**config.mk**
```make
export PLATFORM = sky130hd
export DESIGN_NAME = id_stage
export DESIGN_NICKNAME = d
export VERILOG_FILES = /design/src/rtl/id_pkg.sv /design/src/rtl/regfile_2r1w.sv /design/src/rtl/id_stage.sv
export SDC_FILE = /design/constraint.sdc
export NUM_CORES = 1
export LEC_CHECK = 0
export CAP_MARGIN = 40
export CELL_PAD_IN_SITES_DETAIL_PLACEMENT = 1
export CELL_PAD_IN_SITES_GLOBAL_PLACEMENT = 2
export CORE_MARGIN = 2
export CORE_UTILIZATION = 30
export DETAILED_ROUTE_END_ITERATION = 8
export GPL_TIMING_DRIVEN = 1
export PLACE_DENSITY = 0.67
export SYNTH_ARGS = -nofsm -noshare
export SYNTH_HDL_FRONTEND = slang
export SYNTH_SLANG_ARGS = --single-unit
```
**constraint.sdc**
```tcl
create_clock -name i_clk -period 4.2 [get_ports i_clk]
set_input_delay 0.84 -clock i_clk [delete_from_list [all_inputs] [get_ports i_clk]]
set_output_delay 0.84 -clock i_clk [all_outputs]
set_load 0.05 [all_outputs]
```
**src/rtl/id_pkg.sv**
```systemverilog
// Shared decode definitions for the ID stage: opcodes, the decoded-control
// bundle and the combinational instruction decoder.
package id_pkg;

    localparam logic [3:0] OP_ADD  = 4'h0;
    localparam logic [3:0] OP_ADDZ = 4'h1;
    localparam logic [3:0] OP_SUB  = 4'h2;
    localparam logic [3:0] OP_AND  = 4'h3;
    localparam logic [3:0] OP_NOR  = 4'h4;
    localparam logic [3:0] OP_SLL  = 4'h5;
    localparam logic [3:0] OP_SRL  = 4'h6;
    localparam logic [3:0] OP_SRA  = 4'h7;
    localparam logic [3:0] OP_LW   = 4'h8;
    localparam logic [3:0] OP_SW   = 4'h9;
    localparam logic [3:0] OP_LHB  = 4'hA;
    localparam logic [3:0] OP_LLB  = 4'hB;
    localparam logic [3:0] OP_B    = 4'hC;
    localparam logic [3:0] OP_JAL  = 4'hD;
    localparam logic [3:0] OP_JR   = 4'hE;
    localparam logic [3:0] OP_HLT  = 4'hF;

    localparam logic [3:0] LINK_REG = 4'hF;

    typedef struct packed {
        logic [3:0] rdReg1;
        logic [3:0] rdReg2;
        logic [3:0] wrReg;
        logic [3:0] aluOp;
        logic [3:0] shAmt;
        logic       memRd;
        logic       memWr;
        logic       wrRegEn;
        logic       aluSrc;
        logic       sawBr;
        logic       sawJ;
        logic       updateFlagsOnAdd;
        logic       isHlt;
    } ctrl_t;

    // A disabled read port carries address 0, so it reads as zero and never
    // matches a pending load destination in the hazard check.
    function automatic ctrl_t decode(input logic [15:0] instr, input logic z);
        logic [3:0] op;
        logic [3:0] rd;
        logic [3:0] rs;
        logic [3:0] rt;
        ctrl_t      c;
        op = instr[15:12];
        rd = instr[11:8];
        rs = instr[7:4];
        rt = instr[3:0];
        c = '0;
        c.aluOp = op;
        c.wrReg = rd;
        case (op)
            OP_ADD, OP_SUB: begin
                c.rdReg1 = rs; c.rdReg2 = rt; c.wrRegEn = 1'b1; c.updateFlagsOnAdd = 1'b1;
            end
            OP_ADDZ: begin
                c.rdReg1 = rs; c.rdReg2 = rt; c.wrRegEn = z; c.updateFlagsOnAdd = 1'b1;
            end
            OP_AND, OP_NOR: begin
                c.rdReg1 = rs; c.rdReg2 = rt; c.wrRegEn = 1'b1;
            end
            OP_SLL, OP_SRL, OP_SRA: begin
                c.rdReg1 = rs; c.shAmt = rt; c.wrRegEn = 1'b1; c.aluSrc = 1'b1;
            end
            OP_LW: begin
                c.rdReg1 = rs; c.memRd = 1'b1; c.wrRegEn = 1'b1; c.aluSrc = 1'b1;
            end
            OP_SW: begin
                c.rdReg1 = rs; c.rdReg2 = rd; c.memWr = 1'b1; c.aluSrc = 1'b1;
            end
            OP_LHB: begin
                c.rdReg1 = rd; c.wrRegEn = 1'b1; c.aluSrc = 1'b1;
            end
            OP_LLB: begin
                c.wrRegEn = 1'b1; c.aluSrc = 1'b1;
            end
            OP_B: begin
                c.sawBr = 1'b1;
            end
            OP_JAL: begin
                c.wrReg = LINK_REG; c.wrRegEn = 1'b1; c.sawJ = 1'b1;
            end
            OP_JR: begin
                c.rdReg1 = rs; c.sawJ = 1'b1;
            end
            OP_HLT: begin
                c = '0;
                c.isHlt = 1'b1;
            end
            default: begin
                c = '0;
            end
        endcase
        return c;
    endfunction

endpackage

```
**src/rtl/regfile_2r1w.sv**
```systemverilog
// 16-entry register file, two asynchronous read ports and one write port;
// R0 is hardwired to zero and optional write-to-read forwarding.
module regfile_2r1w #(
    parameter int DATA_W = 16,
    parameter bit BYPASS = 1'b1
) (
    input  logic              i_clk,
    input  logic              i_rst,
    input  logic              i_wrEn,
    input  logic [3:0]        i_wrReg,
    input  logic [DATA_W-1:0] i_wrData,
    input  logic [3:0]        i_rdReg0,
    input  logic [3:0]        i_rdReg1,
    output logic [DATA_W-1:0] o_rdData0,
    output logic [DATA_W-1:0] o_rdData1
);

    logic [DATA_W-1:0] regs_r [16];

    // Storage update; writes aimed at R0 are dropped.
    always_ff @(posedge i_clk) begin
        if (i_rst) begin
            for (int i = 0; i < 16; i++) begin
                regs_r[i] <= '0;
            end
        end else if (i_wrEn && (i_wrReg != 4'd0)) begin
            regs_r[i_wrReg] <= i_wrData;
        end
    end

    // Read port 0 with R0 masking and optional forwarding of the write port.
    always_comb begin
        o_rdData0 = '0;
        if (i_rdReg0 == 4'd0) begin
            o_rdData0 = '0;
        end else if (BYPASS && i_wrEn && (i_wrReg == i_rdReg0)) begin
            o_rdData0 = i_wrData;
        end else begin
            o_rdData0 = regs_r[i_rdReg0];
        end
    end

    // Read port 1, same policy as port 0.
    always_comb begin
        o_rdData1 = '0;
        if (i_rdReg1 == 4'd0) begin
            o_rdData1 = '0;
        end else if (BYPASS && i_wrEn && (i_wrReg == i_rdReg1)) begin
            o_rdData1 = i_wrData;
        end else begin
            o_rdData1 = regs_r[i_rdReg1];
        end
    end

endmodule

```
**src/rtl/id_stage.sv**
```systemverilog
// Instruction-decode stage: decode, register read, load-use stall, ID/EX
// pipeline register with flush, sticky halt and a saturating bubble counter.
module id_stage
    import id_pkg::*;
#(
    parameter int DATA_W = 16,
    parameter bit BYPASS = 1'b1,
    parameter int CNT_W  = 16
) (
    input  logic              i_clk,
    input  logic              i_rst,
    input  logic              i_valid,
    input  logic [15:0]       i_instr,
    output logic              o_ready,
    input  logic              i_flush,
    input  logic              i_exReady,
    input  logic              i_wrEn,
    input  logic [3:0]        i_wrReg,
    input  logic [DATA_W-1:0] i_wrData,
    input  logic              i_Z,
    output logic              o_valid,
    output logic [DATA_W-1:0] o_port0,
    output logic [DATA_W-1:0] o_port1,
    output logic [3:0]        o_rdReg1,
    output logic [3:0]        o_rdReg2,
    output logic [3:0]        o_wrReg,
    output logic [3:0]        o_aluOp,
    output logic [3:0]        o_shAmt,
    output logic              o_memRd,
    output logic              o_memWr,
    output logic              o_mem2reg,
    output logic              o_wrRegEn,
    output logic              o_aluSrc,
    output logic              o_sawBr,
    output logic              o_sawJ,
    output logic              o_updateFlagsOnAdd,
    output logic              o_hlt,
    output logic [CNT_W-1:0]  o_bubbles
);

    ctrl_t             dec_s;
    logic [DATA_W-1:0] rdData0_s;
    logic [DATA_W-1:0] rdData1_s;
    logic              hazard_s;
    logic              advance_s;
    logic              bubbleInc_s;

    assign dec_s = decode(i_instr, i_Z);

    regfile_2r1w #(
        .DATA_W (DATA_W),
        .BYPASS (BYPASS)
    ) uRegfile (
        .i_clk     (i_clk),
        .i_rst     (i_rst),
        .i_wrEn    (i_wrEn),
        .i_wrReg   (i_wrReg),
        .i_wrData  (i_wrData),
        .i_rdReg0  (dec_s.rdReg1),
        .i_rdReg1  (dec_s.rdReg2),
        .o_rdData0 (rdData0_s),
        .o_rdData1 (rdData1_s)
    );

    // Load-use detection against the load sitting in ID/EX, plus handshake.
    always_comb begin
        hazard_s    = o_valid && o_memRd && (o_wrReg != 4'd0) &&
                      ((dec_s.rdReg1 == o_wrReg) || (dec_s.rdReg2 == o_wrReg));
        advance_s   = i_exReady || !o_valid;
        o_ready     = i_valid && advance_s && !hazard_s && !o_hlt && !i_flush;
        bubbleInc_s = i_valid && advance_s && hazard_s && !i_flush && !o_hlt;
    end

    // ID/EX register, halt flag and bubble counter.
    always_ff @(posedge i_clk) begin
        if (i_rst) begin
            o_valid            <= 1'b0;
            o_port0            <= '0;
            o_port1            <= '0;
            o_rdReg1           <= 4'd0;
            o_rdReg2           <= 4'd0;
            o_wrReg            <= 4'd0;
            o_aluOp            <= 4'd0;
            o_shAmt            <= 4'd0;
            o_memRd            <= 1'b0;
            o_memWr            <= 1'b0;
            o_mem2reg          <= 1'b0;
            o_wrRegEn          <= 1'b0;
            o_aluSrc           <= 1'b0;
            o_sawBr            <= 1'b0;
            o_sawJ             <= 1'b0;
            o_updateFlagsOnAdd <= 1'b0;
            o_hlt              <= 1'b0;
            o_bubbles          <= '0;
        end else begin
            if (i_flush) begin
                o_valid <= 1'b0;
            end else if (advance_s) begin
                o_valid <= o_ready;
                if (o_ready) begin
                    o_port0            <= rdData0_s;
                    o_port1            <= rdData1_s;
                    o_rdReg1           <= dec_s.rdReg1;
                    o_rdReg2           <= dec_s.rdReg2;
                    o_wrReg            <= dec_s.wrReg;
                    o_aluOp            <= dec_s.aluOp;
                    o_shAmt            <= dec_s.shAmt;
                    o_memRd            <= dec_s.memRd;
                    o_memWr            <= dec_s.memWr;
                    o_mem2reg          <= dec_s.memRd;
                    o_wrRegEn          <= dec_s.wrRegEn;
                    o_aluSrc           <= dec_s.aluSrc;
                    o_sawBr            <= dec_s.sawBr;
                    o_sawJ             <= dec_s.sawJ;
                    o_updateFlagsOnAdd <= dec_s.updateFlagsOnAdd;
                    if (dec_s.isHlt) begin
                        o_hlt <= 1'b1;
                    end
                end
            end
            if (bubbleInc_s && !(&o_bubbles)) begin
                o_bubbles <= o_bubbles + {{(CNT_W-1){1'b0}}, 1'b1};
            end
        end
    end

endmodule

```
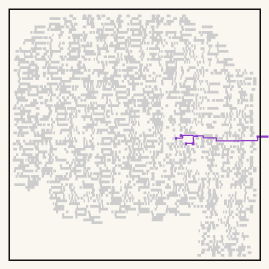
Fig. 1. Nets reached from selected ports.
Scale: 1 px per µm.
- i_wrEn: purple (bits 1; direction input; edge east; end cells 4; buffers 1; wire 118 µm)

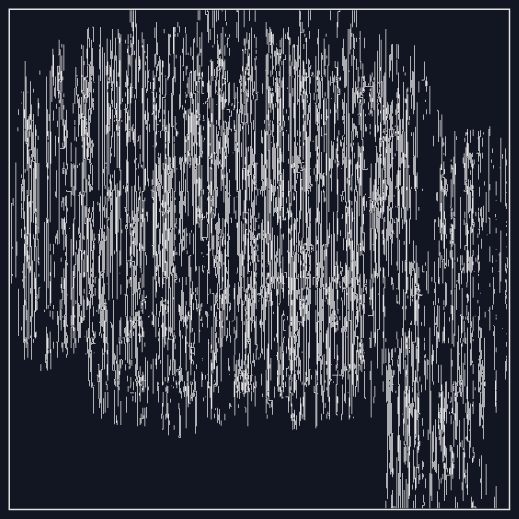
Fig. 2. M2 wires.
Scale: 2 px per µm.
- nets with wire on the layer: 1688
- main direction: vertical
- wire length on this layer: 34.2 mm

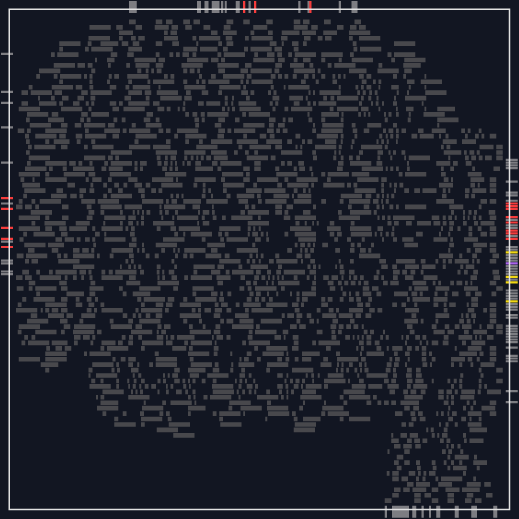
Fig. 3. I/O pins on the die edge.
Scale: 2 px per µm. Pins as bars across the die edge, other pins in grey.
- o_port1: red (pins 16; direction output; edge 8 east, 5 west, 3 north)
- i_wrEn: purple (pins 1; direction input; edge east)
- o_rdReg1: yellow (pins 4; direction output; edge east)
- all pins by edge: 57 east, 26 north, 23 south, 16 west

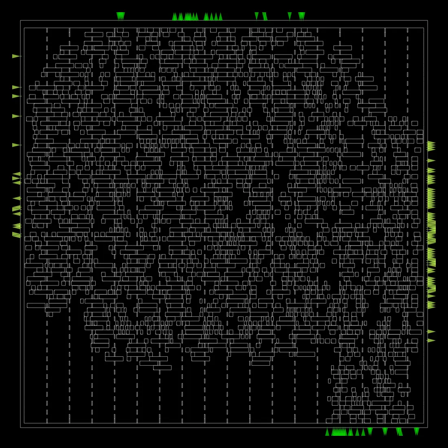
Fig. 4. Cell outlines without signal wires.
Util after Layout: 0.371
flop share of the area: 0.419

## how the worst min path moves through the flow
| stage | end | from | cells past startpoint |
|---|---|---|---|
| after floorplan | o_port0[5] | o_port0[5] | 1 |
| after global placement | o_port0[0] | o_port0[0] | 1 |
| after detailed placement | o_port0[15] | o_port0[15] | 1 |
| after CTS | o_port0[10] | o_port0[10] | 1 |
| after global routing | o_port0[10] | o_port0[10] | 1 |
| final | o_port0[9] | o_port0[9] | 1 |
## worst reg2reg max path: stages, from the launching register on
cell	delay (ns)
dfxtp_1	0.49
inv_1	0.08
a211oi_1	0.21
a211oi_1	0.09
a2111oi_2	0.37
buf_4	0.20
o21ai_4	0.07
buf_12	0.20
nor4_1	0.35
mux2_1	0.36
==> summary.txt <==
CLK BUF = 61
relative slew slack = 0.426
vias in the first global route = 15.7k
PD cells = 406 nW/µm²
Top class by area = flip-flops and latches
Buf/Inv on CP = 5
Clock Sinks = 333
postcts setup bufs = 0
dpl cells = 2591
Seq cells = 333
GRT met3 Usage = 0.0341
Fill cells = 6507
simple share = 0.227
Logic pwr share = 0.167
fin area = 22000 µm²
clock buffer count from CTS = 41
Antenna Cells = 0
Levels on crit path = 11
chip width = 249 µm
CP Capture Type = output port
Post-route DRC = 0
first-pass GRT wire length = 111000 µm
Post-Layout Cell Count = 2666
main area contributors = edfxtp_1 (43%), and2_1 (8.6%), dfxtp_1 (8.5%), mux2i_1 (5.3%), nand3_1 (4.5%)
r2r startpoint = o_wrReg[3]
CTS Hold Bufs = 0
Repair and plain buffers = 220
Worst path slowest cell = clkdlybuf4s50_1
RSZ-0062 raised after global routing = no
GR peak layer = met2
drt via density = 5.75
Yosys top cell by area = edfxtp_1
GP Congestion = 0.812
H-tree Lvls = 2
Final non-clock buffer share = 0.0961
WL per Instance = 28.7 µm
crit path kind = in -> out
WP data arrival = 3.26 ns
Period minus WS final = 4.10 ns
Switching Share = 0.292
Logic power comb = 1.49 mW
aoi share = 0.127
adder share = 0.000693
Synth top cells by count = edfxtp_1 (256), and2_1 (248), nand2_1 (165)
combinational share of cell area = 0.377
Worst Tran Pin Value = 0.858 ns
GRT overflow = 0
met2 WL = 34200 µm
chip area in the Yosys report = 18100 µm²
DRT iter0 DRCs = 1463
Ys Warns = 0
worst setup path start = i_instr[14]
Leak = 7.71 nW
Biggest register = uRegfile.regs_r
routed vias = 15.3k
Worst path top cell family by delay = buffers and inverters
Clock Latency Late Sink = 0.60 ns
dpl cell area = 20700 µm²
final setup TNS = 0 ns
Post-synth seq share = 0.511
Clk pin slew, worst setup/hold paths = 0.06 ns
post-layout period usage = 0.977
floorplan core density = 0.305
max reg flops = 256
Hold Fails Final Rpt = 0
Cells after Synth = 1745
net switching power = 2.61 mW
cell row count = 89
Reg2Reg Capture Point = o_bubbles[14]
Non-clk invs = 11
outcome = completed
VDD IR max = 0.297 mV
Log Warnings = 26
Cell Area, Synth = 18100 µm²
crit path setup slack, layout = 0.0971 ns
ys flops = 333
Tot Pwr = 8.94 mW
crit-path cells = clkdlybuf4s50_1, buf_6, and3b_1, a311oi_4, xnor2_1, nor4_2, buf_4, o21ai_4, nand2_1, inv_2, buf_4
Mux area share = 0.0912
Port-buffer cells = 121
dominant logic cell types in the final layout = edfxtp_1 (256), and2_1 (247), nand3_1 (164), nand2_1 (162), clkdlybuf4s50_1 (119)
I/O pin count = 122
Commonest Layout Cell = edfxtp_1
GR Util met2 = 0.381
Top pwr grp = registers
startpoint types = input pin
GRT Util Overall = 0.242
mean post-synth cell area = 10.4 µm²
Die Area = 62200 µm²
routed length on met3 = 5230 µm
Unique cell types = 65
Comb gates = 1254
Area leader share = 0.426
met1 global-route usage = 0.343
routed wire length = 76400 µm
Max-cap violations = 0
final antenna-violating net count = 0
Power is estimated from default activity; no workload was simulated.
